[src/rtl/branch_repair_if.sv]
// Request, redirect and predictor-update signals between the repair unit and its neighbours.
// master = requesters/consumers (exception unit, amend stages, predictor); slave = repair unit.
interface branch_repair_if #(
  parameter int CKPT_W   = 32,
  parameter int REPAIR_W = 4
);
  logic                exc_valid_i;
  logic [31:0]         exc_target_i;
  logic                sba_flush_i;
  logic [31:0]         sba_vaddr_i;
  logic [31:0]         sba_dest_i;
  logic                sba_take_i;
  logic [CKPT_W-1:0]   sba_ckpt_i;
  logic [REPAIR_W-1:0] sba_action_i;
  logic                fba_flush_i;
  logic [31:0]         fba_vaddr_i;
  logic [31:0]         fba_dest_i;
  logic                fba_take_i;
  logic [CKPT_W-1:0]   fba_ckpt_i;
  logic [REPAIR_W-1:0] fba_action_i;
  logic                redirect_valid_o;
  logic [31:0]         redirect_pc_o;
  logic                ckpt_restore_o;
  logic [CKPT_W-1:0]   ckpt_o;
  logic                upd_valid_o;
  logic                upd_ready_i;
  logic [31:0]         upd_pc_o;
  logic [31:0]         upd_dest_o;
  logic                upd_take_o;
  logic                upd_btb_o;
  logic [7:0]          drop_cnt_o;
  logic                busy_o;

  modport master (
    output exc_valid_i, exc_target_i,
    output sba_flush_i, sba_vaddr_i, sba_dest_i, sba_take_i, sba_ckpt_i, sba_action_i,
    output fba_flush_i, fba_vaddr_i, fba_dest_i, fba_take_i, fba_ckpt_i, fba_action_i,
    output upd_ready_i,
    input  redirect_valid_o, redirect_pc_o, ckpt_restore_o, ckpt_o,
    input  upd_valid_o, upd_pc_o, upd_dest_o, upd_take_o, upd_btb_o,
    input  drop_cnt_o, busy_o
  );

  modport slave (
    input  exc_valid_i, exc_target_i,
    input  sba_flush_i, sba_vaddr_i, sba_dest_i, sba_take_i, sba_ckpt_i, sba_action_i,
    input  fba_flush_i, fba_vaddr_i, fba_dest_i, fba_take_i, fba_ckpt_i, fba_action_i,
    input  upd_ready_i,
    output redirect_valid_o, redirect_pc_o, ckpt_restore_o, ckpt_o,
    output upd_valid_o, upd_pc_o, upd_dest_o, upd_take_o, upd_btb_o,
    output drop_cnt_o, busy_o
  );
endinterface

[src/rtl/branch_repair_unit.sv]
// Age-ordered arbiter for exception/branch-repair flushes: registered PC redirect, checkpoint
// restore, priority shadow after each redirect, and a predictor-update FIFO with drop counter.
module branch_repair_unit #(
  parameter int CKPT_W    = 32,
  parameter int REPAIR_W  = 4,
  parameter int UPD_DEPTH = 4,
  parameter int SHADOW    = 2
) (
  input  logic            clk,
  input  logic            rst,
  branch_repair_if.slave  bus
);
  localparam int PW = $clog2(UPD_DEPTH);
  localparam int CW = $clog2(UPD_DEPTH + 1);
  localparam logic [2:0] SHADOW_L = 3'(SHADOW);

  typedef enum logic [1:0] {IDLE, REDIR, SHAD} state_t;
  typedef enum logic [1:0] {LV_NONE, LV_FBA, LV_SBA, LV_EXC} lvl_t;

  typedef struct packed {
    logic [31:0]         vaddr;
    logic [31:0]         dest;
    logic                take;
    logic [CKPT_W-1:0]   ckpt;
    logic [REPAIR_W-1:0] action;
  } br_req_t;

  state_t            state;
  lvl_t              lvl;
  logic [2:0]        shd_cnt;
  logic              redirect_valid_q, ckpt_restore_q;
  logic [31:0]       redirect_pc_q;
  logic [CKPT_W-1:0] ckpt_q;

  br_req_t sba, fba, br;
  logic    exc_req, sba_req, fba_req;
  logic    win_exc, win_sba, win_fba, any_win, push_req;
  logic [31:0] br_pc;

  assign sba = '{bus.sba_vaddr_i, bus.sba_dest_i, bus.sba_take_i, bus.sba_ckpt_i, bus.sba_action_i};
  assign fba = '{bus.fba_vaddr_i, bus.fba_dest_i, bus.fba_take_i, bus.fba_ckpt_i, bus.fba_action_i};

  // lvl is NONE whenever the FSM is idle, so one compare covers both idle and shadow cases
  assign exc_req = bus.exc_valid_i && (lvl < LV_EXC);
  assign sba_req = bus.sba_flush_i && sba.action[0] && (lvl < LV_SBA);
  assign fba_req = bus.fba_flush_i && fba.action[0] && (lvl < LV_FBA);

  assign win_exc = exc_req;
  assign win_sba = !exc_req && sba_req;
  assign win_fba = !exc_req && !sba_req && fba_req;
  assign any_win = win_exc || win_sba || win_fba;

  assign br       = win_sba ? sba : fba;
  assign br_pc    = br.take ? br.dest : br.vaddr + 32'd8;
  assign push_req = (win_sba || win_fba) && (br.action[2] || br.action[3]);

  always_ff @(posedge clk) begin
    if (rst) begin
      state            <= IDLE;
      lvl              <= LV_NONE;
      shd_cnt          <= '0;
      redirect_valid_q <= 1'b0;
      redirect_pc_q    <= '0;
      ckpt_restore_q   <= 1'b0;
      ckpt_q           <= '0;
    end else begin
      redirect_valid_q <= any_win;
      ckpt_restore_q   <= any_win && !win_exc && br.action[1];
      if (any_win) begin
        state         <= REDIR;
        redirect_pc_q <= win_exc ? bus.exc_target_i : br_pc;
        lvl           <= win_exc ? LV_EXC : (win_sba ? LV_SBA : LV_FBA);
        if (!win_exc && br.action[1]) ckpt_q <= br.ckpt;
      end else begin
        case (state)
          REDIR: begin
            if (SHADOW == 0) begin
              state <= IDLE;
              lvl   <= LV_NONE;
            end else begin
              state   <= SHAD;
              shd_cnt <= SHADOW_L;
            end
          end
          SHAD: begin
            if (shd_cnt <= 3'd1) begin
              state <= IDLE;
              lvl   <= LV_NONE;
            end else begin
              shd_cnt <= shd_cnt - 3'd1;
            end
          end
          default: ;
        endcase
      end
    end
  end

  assign bus.redirect_valid_o = redirect_valid_q;
  assign bus.redirect_pc_o    = redirect_pc_q;
  assign bus.ckpt_restore_o   = ckpt_restore_q;
  assign bus.ckpt_o           = ckpt_q;
  assign bus.busy_o           = (state != IDLE);

  // Predictor-update FIFO
  logic [31:0] pc_mem   [UPD_DEPTH];
  logic [31:0] dest_mem [UPD_DEPTH];
  logic        take_mem [UPD_DEPTH];
  logic        btb_mem  [UPD_DEPTH];
  logic [PW-1:0] wr_ptr, rd_ptr;
  logic [CW-1:0] cnt;
  logic [7:0]    drop_cnt;
  logic empty, full, pop, push, drop;

  assign empty = (cnt == '0);
  assign full  = (cnt == CW'(UPD_DEPTH));
  assign pop   = !empty && bus.upd_ready_i;
  // a full FIFO still takes a push when the head leaves in the same cycle
  assign push  = push_req && (!full || pop);
  assign drop  = push_req && full && !pop;

  always_ff @(posedge clk) begin
    if (push) begin
      pc_mem[wr_ptr]   <= br.vaddr;
      dest_mem[wr_ptr] <= br.dest;
      take_mem[wr_ptr] <= br.take;
      btb_mem[wr_ptr]  <= br.action[3];
    end
  end

  always_ff @(posedge clk) begin
    if (rst) begin
      wr_ptr   <= '0;
      rd_ptr   <= '0;
      cnt      <= '0;
      drop_cnt <= '0;
    end else begin
      if (push) wr_ptr <= wr_ptr + PW'(1);
      if (pop)  rd_ptr <= rd_ptr + PW'(1);
      if (push && !pop)      cnt <= cnt + CW'(1);
      else if (pop && !push) cnt <= cnt - CW'(1);
      if (drop && drop_cnt != 8'hFF) drop_cnt <= drop_cnt + 8'd1;
    end
  end

  assign bus.upd_valid_o = !empty;
  assign bus.upd_pc_o    = empty ? '0   : pc_mem[rd_ptr];
  assign bus.upd_dest_o  = empty ? '0   : dest_mem[rd_ptr];
  assign bus.upd_take_o  = empty ? 1'b0 : take_mem[rd_ptr];
  assign bus.upd_btb_o   = empty ? 1'b0 : btb_mem[rd_ptr];
  assign bus.drop_cnt_o  = drop_cnt;
endmodule

[src/flat_wrapper.sv]
// flat-port wrapper written by rule: the top's interface ports become plain ports
module branch_repair_unit_flat 
#(
  parameter int CKPT_W    = 32,
  parameter int REPAIR_W  = 4,
  parameter int UPD_DEPTH = 4,
  parameter int SHADOW    = 2
)
  (clk, rst, bus_exc_valid_i, bus_exc_target_i, bus_sba_flush_i, bus_sba_vaddr_i, bus_sba_dest_i, bus_sba_take_i, bus_sba_ckpt_i, bus_sba_action_i, bus_fba_flush_i, bus_fba_vaddr_i, bus_fba_dest_i, bus_fba_take_i, bus_fba_ckpt_i, bus_fba_action_i, bus_upd_ready_i, bus_redirect_valid_o, bus_redirect_pc_o, bus_ckpt_restore_o, bus_ckpt_o, bus_upd_valid_o, bus_upd_pc_o, bus_upd_dest_o, bus_upd_take_o, bus_upd_btb_o, bus_drop_cnt_o, bus_busy_o);
  branch_repair_if #(.CKPT_W(CKPT_W), .REPAIR_W(REPAIR_W)) bus_i ();
  input  logic clk;
  input  logic rst;
  input wire logic [$bits(bus_i.exc_valid_i)-1:0] bus_exc_valid_i;
  input wire logic [$bits(bus_i.exc_target_i)-1:0] bus_exc_target_i;
  input wire logic [$bits(bus_i.sba_flush_i)-1:0] bus_sba_flush_i;
  input wire logic [$bits(bus_i.sba_vaddr_i)-1:0] bus_sba_vaddr_i;
  input wire logic [$bits(bus_i.sba_dest_i)-1:0] bus_sba_dest_i;
  input wire logic [$bits(bus_i.sba_take_i)-1:0] bus_sba_take_i;
  input wire logic [$bits(bus_i.sba_ckpt_i)-1:0] bus_sba_ckpt_i;
  input wire logic [$bits(bus_i.sba_action_i)-1:0] bus_sba_action_i;
  input wire logic [$bits(bus_i.fba_flush_i)-1:0] bus_fba_flush_i;
  input wire logic [$bits(bus_i.fba_vaddr_i)-1:0] bus_fba_vaddr_i;
  input wire logic [$bits(bus_i.fba_dest_i)-1:0] bus_fba_dest_i;
  input wire logic [$bits(bus_i.fba_take_i)-1:0] bus_fba_take_i;
  input wire logic [$bits(bus_i.fba_ckpt_i)-1:0] bus_fba_ckpt_i;
  input wire logic [$bits(bus_i.fba_action_i)-1:0] bus_fba_action_i;
  input wire logic [$bits(bus_i.upd_ready_i)-1:0] bus_upd_ready_i;
  output wire logic [$bits(bus_i.redirect_valid_o)-1:0] bus_redirect_valid_o;
  output wire logic [$bits(bus_i.redirect_pc_o)-1:0] bus_redirect_pc_o;
  output wire logic [$bits(bus_i.ckpt_restore_o)-1:0] bus_ckpt_restore_o;
  output wire logic [$bits(bus_i.ckpt_o)-1:0] bus_ckpt_o;
  output wire logic [$bits(bus_i.upd_valid_o)-1:0] bus_upd_valid_o;
  output wire logic [$bits(bus_i.upd_pc_o)-1:0] bus_upd_pc_o;
  output wire logic [$bits(bus_i.upd_dest_o)-1:0] bus_upd_dest_o;
  output wire logic [$bits(bus_i.upd_take_o)-1:0] bus_upd_take_o;
  output wire logic [$bits(bus_i.upd_btb_o)-1:0] bus_upd_btb_o;
  output wire logic [$bits(bus_i.drop_cnt_o)-1:0] bus_drop_cnt_o;
  output wire logic [$bits(bus_i.busy_o)-1:0] bus_busy_o;
  assign bus_i.exc_valid_i = bus_exc_valid_i;
  assign bus_i.exc_target_i = bus_exc_target_i;
  assign bus_i.sba_flush_i = bus_sba_flush_i;
  assign bus_i.sba_vaddr_i = bus_sba_vaddr_i;
  assign bus_i.sba_dest_i = bus_sba_dest_i;
  assign bus_i.sba_take_i = bus_sba_take_i;
  assign bus_i.sba_ckpt_i = bus_sba_ckpt_i;
  assign bus_i.sba_action_i = bus_sba_action_i;
  assign bus_i.fba_flush_i = bus_fba_flush_i;
  assign bus_i.fba_vaddr_i = bus_fba_vaddr_i;
  assign bus_i.fba_dest_i = bus_fba_dest_i;
  assign bus_i.fba_take_i = bus_fba_take_i;
  assign bus_i.fba_ckpt_i = bus_fba_ckpt_i;
  assign bus_i.fba_action_i = bus_fba_action_i;
  assign bus_i.upd_ready_i = bus_upd_ready_i;
  assign bus_redirect_valid_o = bus_i.redirect_valid_o;
  assign bus_redirect_pc_o = bus_i.redirect_pc_o;
  assign bus_ckpt_restore_o = bus_i.ckpt_restore_o;
  assign bus_ckpt_o = bus_i.ckpt_o;
  assign bus_upd_valid_o = bus_i.upd_valid_o;
  assign bus_upd_pc_o = bus_i.upd_pc_o;
  assign bus_upd_dest_o = bus_i.upd_dest_o;
  assign bus_upd_take_o = bus_i.upd_take_o;
  assign bus_upd_btb_o = bus_i.upd_btb_o;
  assign bus_drop_cnt_o = bus_i.drop_cnt_o;
  assign bus_busy_o = bus_i.busy_o;
  branch_repair_unit #(.CKPT_W(CKPT_W), .REPAIR_W(REPAIR_W), .UPD_DEPTH(UPD_DEPTH), .SHADOW(SHADOW)) u_core (.clk(clk), .rst(rst), .bus(bus_i));
endmodule
[config.mk]
export PLATFORM = sky130hd
export DESIGN_NAME = branch_repair_unit_flat
export DESIGN_NICKNAME = d
export VERILOG_FILES = /design/src/rtl/branch_repair_if.sv /design/src/rtl/branch_repair_unit.sv /design/src/flat_wrapper.sv
export SDC_FILE = /design/constraint.sdc
export NUM_CORES = 1
export LEC_CHECK = 0
export ABC_CLOCK_PERIOD_IN_PS = 3510
export CORE_MARGIN = 5
export CORE_UTILIZATION = 46
export CTS_CLUSTER_SIZE = 28
export DETAILED_ROUTE_END_ITERATION = 8
export PLACE_DENSITY = 0.88
export SYNTH_ARGS = -nofsm -noshare
export SYNTH_HDL_FRONTEND = slang
export SYNTH_SLANG_ARGS = --single-unit
[constraint.sdc]
create_clock -name clk -period 3.51 [get_ports clk]
set_input_delay 0.702 -clock clk [delete_from_list [all_inputs] [get_ports clk]]
set_output_delay 0.702 -clock clk [all_outputs]
set_load 0.02 [all_outputs]
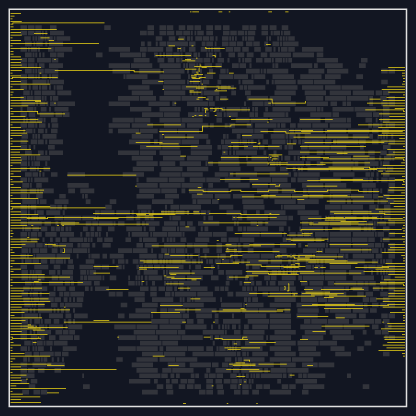
run_1/m3.png
(2 px per um) Cells faint in the background.
wire length on this layer: 5,780 um
longest straight run: 60.7 um
share of all routed wire: 11%
grt met3 use: 0.07334
vias post-DR: 12,550

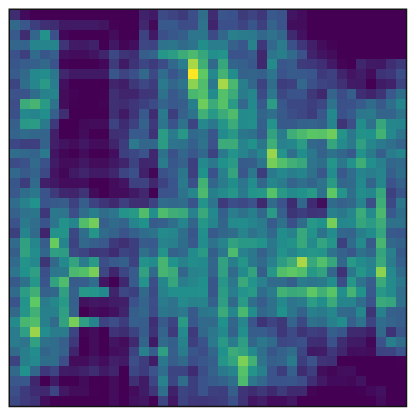
run_1/route_heat.png
(2 px per um) The die is cut into 40 by 40 equal tiles; dark purple is low, yellow is high, scaled to the fullest tile. Values are wire area over tile area, all layers added.
tiles over half the peak: 15%
fullest tile: 0.78
emptiest ninth of the die: upper left
nearly empty tiles: 11%
mean over tiles: 0.23

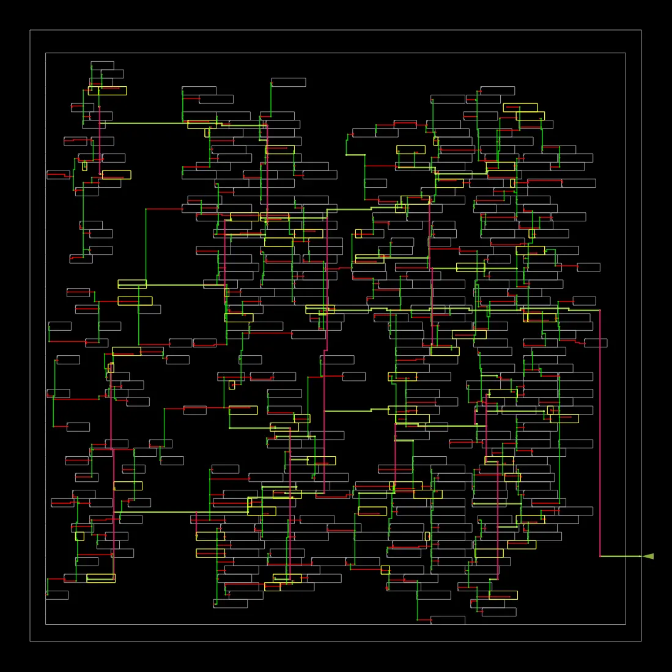
run_1/clock_nets.png
Flop Count: 354
clock skew: 0.01819 ns
cts bufs inserted: 39
clock group power: 4.25 mW
clk latency late pin: 0.53 ns

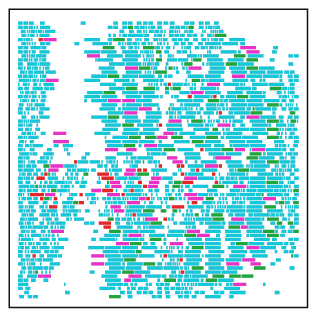
run_1/sizing.png
(1.5 px per um)
| size | color | cells | most used |
|---|---|---|---|
| x3 and x4 | red | 45 | buf_4 |
| x1 and smaller | cyan | 1,476 | clkdlybuf4s50_1 |
| x6 and larger | magenta | 70 | clkbuf_16 |
| x2 | green | 108 | mux4_2 |
Non-clock buffers: 425
PnR worst setup slack: 0.2115 ns

==> impl_metrics.py, run 1 <==
# Auto-generated metrics
metrics = {
    "outcome": {
        "status": "complete, no violations",
    },
    "synthesis": {
        "yosysTopAreaCell": "edfxtp_1",
        "top_cells_by_count": "edfxtp_1 (264), nand2_1 (256), nor2_1 (98)",
        "ys_cells": 1289,
        "syn_area_mm2": 0.01623,
        "synth.top_cell.area_share": 0.4884,
        "synthAoiAreaFrac": 0.07261,
        "yosysWarnings": 0,
        "adder_share": 0.009712,
        "synth_top_cell_by_count": "edfxtp_1",
        "ys_types": 86,
        "yosys.stat.seqShare": 0.5994,
        "edf_count": 264,
        "ys_seq_elements": 354,
        "topCombFamilyByArea": "simple AND/OR/NAND/NOR gates",
        "fp_nets": 1541,
        "syn_avg_cell_area_um2": 12.59,
        "topCellsByArea": "edfxtp_1 (49%), dfxtp_1 (11%), mux4_2 (9.2%)",
    },
    "timing": {
        "max-slew-margin-rel": 0.4930,
        "setup_viol": 0,
        "tightest_slew_ns": 0.7605,
        "rsz0062_at_grt": "false",
        "drv_slew": 0,
        "whs_ns": 0.4545,
    },
    "layout": {
        "comb_cells": 835,
        "combAreaFraction": 0.2722,
        "clkbuf_count": 54,
        "inv_count": 16,
        "nets": 1923,
        "final_cell_mix": "clkdlybuf4s50_1 (380), edfxtp_1 (264), nand2_1 (255)",
        "final-clk-cell-share": 0.06117,
        "final-nonclk-buf-share": 0.1978,
        "final_cell_area_mm2": 0.02213,
        "fin_util": 0.6375,
        "fin_cells": 2158,
        "dominant-cell-class": "registers",
        "num_antenna_cells": 4,
    },
    "global_route": {
        "overflow": 0,
        "grt_pass1_wl_um": 77700,
        "grtUsageTotal": 0.2604,
        "grt_pass1_vias": 13000,
        "antenna_found_initial": 10,
        "grt_max_degree": 66,
        "met2_usage": 0.4431,
        "met1_usage": 0.3118,
    },
    "critical_path": {
        "worstPathRequired_ns": 2.81,
        "path_depth": 4,
        "arrival_ns": 2.60,
        "crit-reg2reg-capture": "u_core.bus.redirect_pc_o[31]",
        "path_cells": "buf_12, mux4_2, and2_1, clkdlybuf4s50_1",
        "slowest_stage": "clkdlybuf4s50_1",
        "r2r_cells": 10,
        "path_class": "reg -> out",
        "cpLargestDelayFamily": "buffers and inverters",
    },
    "place": {
        "port-buffer-count": 381,
        "dp_hpwl_um": 38560,
        "dp.cells": 2085,
    },
    "floorplan": {
        "dieWidth_um": 197.8,
        "die_h_um": 197.8,
        "rows": 68,
    },
    "cts": {
        "cts_buffer_depth": 3,
        "cts_tree": "done",
        "cts.clk_slew.worst_paths_ns": 0.06,
        "ctsResizeCount": 1,
    },
    "drt": {
        "wl_per_cell_um": 24.26,
        "routed.top_layer": "met5",
        "drc_errors": 0,
    },
    "power_and_ir_drop": {
        "p_sw_frac": 0.2961,
        "p_leak_nw": 7.650,
        "maxPowerGroup": "sequential cells",
        "comb_power_share": 0.319,
        "power_switching_mw": 3.928,
    },
    "hold_path": {
        "min_path_type": "reg -> reg",
    },
    "run": {
        "warning_count": 31,
    },
}
run 1: how the worst min path moves through the flow:
stage / startpoint / cells past startpoint / endpoint / slack [ns]
6_report: u_core.bus.redirect_pc_o[31] / 2 / u_core.bus.redirect_pc_o[31] / 0.45
5_1_grt: u_core.bus.redirect_pc_o[4] / 2 / u_core.bus.redirect_pc_o[4] / 0.48
4_1_cts: u_core.bus.redirect_pc_o[31] / 2 / u_core.bus.redirect_pc_o[31] / 0.46
3_5_place_dp: u_core.bus.redirect_pc_o[31] / 2 / u_core.bus.redirect_pc_o[31] / 0.44
3_3_place_gp: u_core.bus.redirect_pc_o[18] / 2 / u_core.bus.redirect_pc_o[18] / 0.43
2_1_floorplan: u_core.cnt[2] / 2 / u_core.cnt[2] / 0.46
==> run 2: changes to the inputs <==
--- a/config.mk
+++ b/config.mk
@@ -6,11 +6,14 @@
 export NUM_CORES = 1
 export LEC_CHECK = 0
 export ABC_CLOCK_PERIOD_IN_PS = 3510
+export CELL_PAD_IN_SITES_DETAIL_PLACEMENT = 2
+export CELL_PAD_IN_SITES_GLOBAL_PLACEMENT = 2
 export CORE_MARGIN = 5
-export CORE_UTILIZATION = 46
+export CORE_UTILIZATION = 30
 export CTS_CLUSTER_SIZE = 28
 export DETAILED_ROUTE_END_ITERATION = 8
-export PLACE_DENSITY = 0.88
+export HOLD_SLACK_MARGIN = 0.1
+export PLACE_DENSITY = 0.87
 export SYNTH_ARGS = -nofsm -noshare
 export SYNTH_HDL_FRONTEND = slang
 export SYNTH_SLANG_ARGS = --single-unit
==> run 2 against run 1 <==
Net effect:
- cell count rose by 12%
- synthesized cell count did not move
- core utilization fell by 22 points
- sequential power rose by 0.8%
- clock power rose by 8.2%
- combinational power rose by 2%
- clock skew rose by 0.0011 ns
- area after synthesis did not move
- critical path depth did not move
- critical endpoint is now bus_upd_dest_o[12]
==> impl_metrics.py, run 2 <==
# Auto-generated metrics
metrics = {
    "layout": {
        "nets": 1931,
        "dominant-cell-class": "registers",
        "comb_cells": 835,
        "num_antenna_cells": 1,
        "fin_cells": 2411,
        "ff_count": 354,
        "inv_count": 16,
        "final-clk-cell-share": 0.06460,
        "combAreaFraction": 0.2672,
        "n_all_buffers": 429,
        "final_cell_mix": "clkdlybuf4s50_1 (380), edfxtp_1 (264), nand2_1 (255)",
        "top_regs": "u_core.dest_mem x128, u_core.pc_mem x128",
        "final-nonclk-buf-share": 0.1953,
    },
    "power_and_ir_drop": {
        "p_leak_nw": 7.727,
        "comb_power_share": 0.315,
        "power_switching_mw": 4.257,
        "maxPowerGroup": "sequential cells",
        "p_sw_frac": 0.3093,
    },
    "timing": {
        "setup_viol": 0,
        "rsz0062_at_grt": "false",
        "period_minus_slack_ns": 3.407,
        "whs_ns": 0.4693,
        "tightest_slew_ns": 1.020,
        "drv_slew": 0,
        "max-slew-margin-rel": 0.3199,
    },
    "synthesis": {
        "topCellsByArea": "edfxtp_1 (49%), dfxtp_1 (11%), mux4_2 (9.2%)",
        "synth_top_cell_by_count": "edfxtp_1",
        "top_cells_by_count": "edfxtp_1 (264), nand2_1 (256), nor2_1 (98)",
        "ys_seq_elements": 354,
        "ys_cells": 1289,
        "syn_area_mm2": 0.01623,
        "topCombFamilyByArea": "simple AND/OR/NAND/NOR gates",
        "ys_types": 86,
        "yosysWarnings": 0,
        "synth.top_cell.area_share": 0.4884,
        "adder_share": 0.009712,
        "synthAoiAreaFrac": 0.07261,
        "yosysTopAreaCell": "edfxtp_1",
        "yosys.stat.seqShare": 0.5994,
        "fp_nets": 1541,
        "syn_avg_cell_area_um2": 12.59,
        "edf_count": 264,
    },
    "place": {
        "dp_hpwl_um": 48860,
        "port-buffer-count": 381,
        "dp.cells": 2330,
    },
    "drt": {
        "vias": 12730,
        "routed.top_layer": "met5",
        "wl_um": 67810,
        "drc_errors": 0,
        "wl_per_cell_um": 28.12,
        "wirelength_met1_um": 26560,
        "first_pass_iters": 5,
    },
    "hold_path": {
        "hold_depth": 2,
        "hold_end": "u_core.bus.redirect_pc_o[3]",
        "min_path_type": "reg -> reg",
        "min_from": "u_core.bus.redirect_pc_o[3]",
    },
    "floorplan": {
        "dieWidth_um": 242.6,
        "rows": 85,
        "die_h_um": 242.6,
    },
    "cts": {
        "cts-root-buf": "clkbuf_16",
        "cts_buffer_depth": 3,
        "cts_buffers": 43,
        "cts_tree": "done",
        "cts.clk_slew.worst_paths_ns": 0.05,
    },
    "critical_path": {
        "worstPathRequired_ns": 2.81,
        "slowest_stage": "clkdlybuf4s50_1",
        "r2r_cells": 11,
        "path_class": "reg -> out",
        "crit-reg2reg-capture": "u_core.bus.redirect_pc_o[25]",
        "arrival_ns": 2.71,
        "path_cells": "buf_12, mux4_2, and2_1, clkdlybuf4s50_1",
    },
    "global_route": {
        "grt_pass1_wl_um": 99100,
        "grtUsageTotal": 0.2235,
        "grtUsageMet3": 0.06524,
        "met1_usage": 0.2662,
        "antenna_found_initial": 10,
        "overflow": 0,
        "grt_max_degree": 74,
        "met2_usage": 0.3944,
        "grt_pass1_vias": 14480,
    },
    "outcome": {
        "status": "complete, no violations",
    },
    "run": {
        "warning_count": 31,
    },
}
run 2: per-stage QoR:
stage          total power, mW  utilization  setup slack, ns  cell area [um^2]
2_1_floorplan            7.094            -           0.4104             16240
3_3_place_gp             9.188       0.3928           0.1266             21100
3_5_place_dp             9.322       0.3928          0.03715             21100
4_1_cts                  14.01       0.4201          0.02610             22560
5_1_grt                  14.34       0.4201          0.01175             22560
6_report                 13.76       0.4201           0.1026             22560
run 2: worst max-delay path, delay by kind of cell (launching register included):
family	cells	cell delay [ns]
buffers and inverters	2	0.93
and+or+nand+nor	1	0.19
DFF	1	0.48
muxes	1	0.54
run 2: timing repair:
action,CTS,global route
gates resized,1,0
endpoints found under the setup margin,4,0
setup buffers,0,0
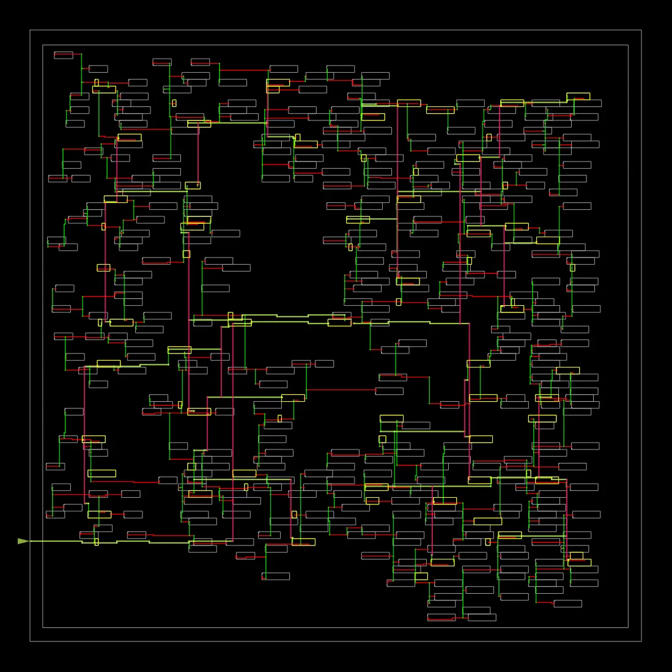
run_2/clock_nets.png
clkbuf count: 57
clock group power: 4.60 mW
clk latency late pin: 0.58 ns
clock skew: 0.01933 ns

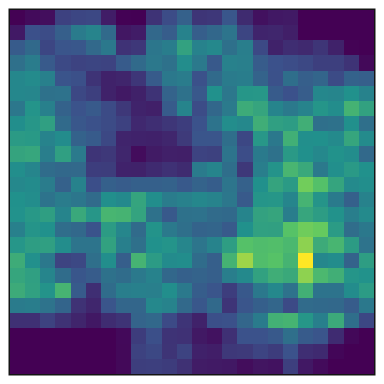
run_2/route_heat.png
(1.5 px per um) The die is cut into 24 by 24 equal tiles; dark purple is low, yellow is high, scaled to the fullest tile. Values are wire area over tile area, all layers added.
nearly empty tiles: 7.5%
fullest tile: 0.57
tiles over half the peak: 19%
emptiest ninth of the die: lower left

==> run 3: changes to the inputs <==
--- a/config.mk
+++ b/config.mk
@@ -9,11 +9,12 @@
 export CELL_PAD_IN_SITES_DETAIL_PLACEMENT = 2
 export CELL_PAD_IN_SITES_GLOBAL_PLACEMENT = 2
 export CORE_MARGIN = 5
-export CORE_UTILIZATION = 30
+export CORE_UTILIZATION = 31
+export CTS_BUF_LIST = sky130_fd_sc_hd__clkbuf_8
 export CTS_CLUSTER_SIZE = 28
 export DETAILED_ROUTE_END_ITERATION = 8
 export HOLD_SLACK_MARGIN = 0.1
-export PLACE_DENSITY = 0.87
+export PLACE_DENSITY = 0.89
 export SYNTH_ARGS = -nofsm -noshare
 export SYNTH_HDL_FRONTEND = slang
 export SYNTH_SLANG_ARGS = --single-unit
==> run 3 against run 2 <==
Net effect:
- critical path type unchanged
- power shrank 1.6%
- largest power group unchanged
- clock skew up 0.017 ns
- clock power fell by 7.4%
- highest routed layer unchanged
- wire length grew 2.1%
- sequential cell count unchanged
==> impl_metrics.py, run 3 <==
# Auto-generated metrics
metrics = {
    "outcome": {
        "status": "complete, no violations",
    },
    "layout": {
        "nets": 1967,
        "final_cell_area_mm2": 0.02263,
        "dominant-cell-class": "registers",
        "ff_count": 354,
        "comb_cells": 835,
        "combAreaFraction": 0.2663,
        "n_all_buffers": 440,
        "final-nonclk-buf-share": 0.2016,
        "fin_util": 0.4385,
        "inv_count": 16,
    },
    "place": {
        "port-buffer-count": 381,
        "dp.cells": 2319,
        "post_dp_cell_area_mm2": 0.02110,
    },
    "global_route": {
        "grt_max_degree": 74,
        "overflow": 0,
    },
    "drt": {
        "wl_per_cell_um": 28.26,
        "routed.top_layer": "met5",
        "wl_um": 69240,
    },
    "timing": {
        "whs_ns": 0.4663,
        "period_minus_slack_ns": 3.386,
        "setup_viol": 0,
        "rsz0062_at_grt": "false",
    },
    "hold_path": {
        "min_path_type": "reg -> reg",
        "min_from": "u_core.bus.redirect_pc_o[3]",
    },
    "synthesis": {
        "ys_types": 86,
        "synth.top_cell.area_share": 0.4884,
        "edf_count": 264,
        "syn_area_mm2": 0.01623,
        "syn_avg_cell_area_um2": 12.59,
    },
    "cts": {
        "cts_tree": "done",
        "cts_buffers": 68,
    },
    "power_and_ir_drop": {
        "power_mw": 13.54,
        "p_leak_nw": 7.923,
    },
    "critical_path": {
        "r2r_cells": 11,
        "worstPathRequired_ns": 2.81,
        "path_cells": "buf_12, buf_16, mux4_2, and2_1, clkdlybuf4s50_1",
        "cpLargestDelayFamily": "buffers and inverters",
        "critical_path_buf_inv_count": 3,
    },
    "floorplan": {
        "die_h_um": 238.8,
        "rows": 83,
    },
}
## run 3: netlist changes by cell type in the layout (fill, tap and decap cells not counted), sizes merged
cell	previous run	this run
buf	49	61
clkbuf	57	79
clkdlybuf4s50	380	376
clkinvlp	2	3
bufinv	5	4
dlymetal6s2s	0	3
inv	17	39
## run 3: power by group through the flow
| stage | Sequential [mW] | Clock, mW | Combinational (mW) |
|---|---|---|---|
| 5_1_grt | 4.84 | 4.61 | 4.72 |
| 3_3_place_gp | 4.91 | 0 | 4.24 |
| 3_5_place_dp | 4.93 | 0 | 4.33 |
| 4_1_cts | 4.82 | 4.37 | 4.54 |
| 2_1_floorplan | 4.90 | 0 | 2.20 |
| 6_report | 4.82 | 4.26 | 4.46 |
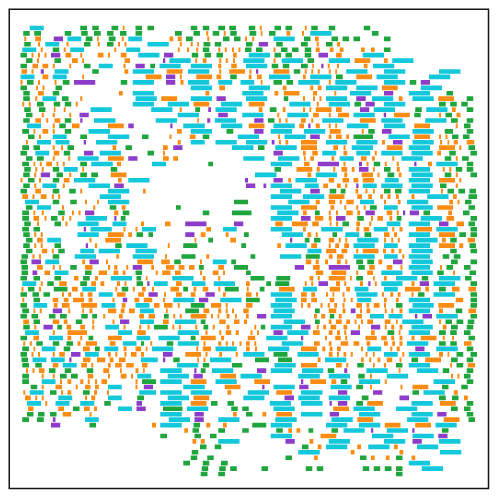
run_3/class_map.png
(2 px per um)
| class | color | cells |
|---|---|---|
| remaining logic cells | orange | 851 |
| clock drivers and dummy loads | purple | 124 |
| registers | cyan | 354 |
| remaining buffers and delay cells | green | 440 |

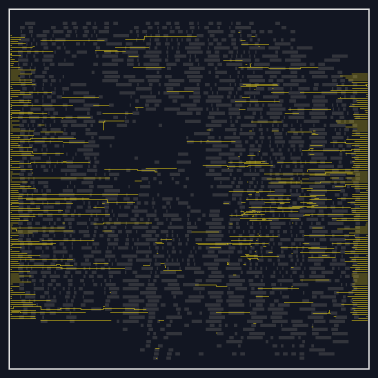
run_3/m3.png
(1.5 px per um) Cells faint in the background.
main direction: horizontal
nets with wire on the layer: 363
longest straight run: 84.9 um
share of all routed wire: 8.2%

Power figures rest on the tool's default switching activity, not on a simulated workload.
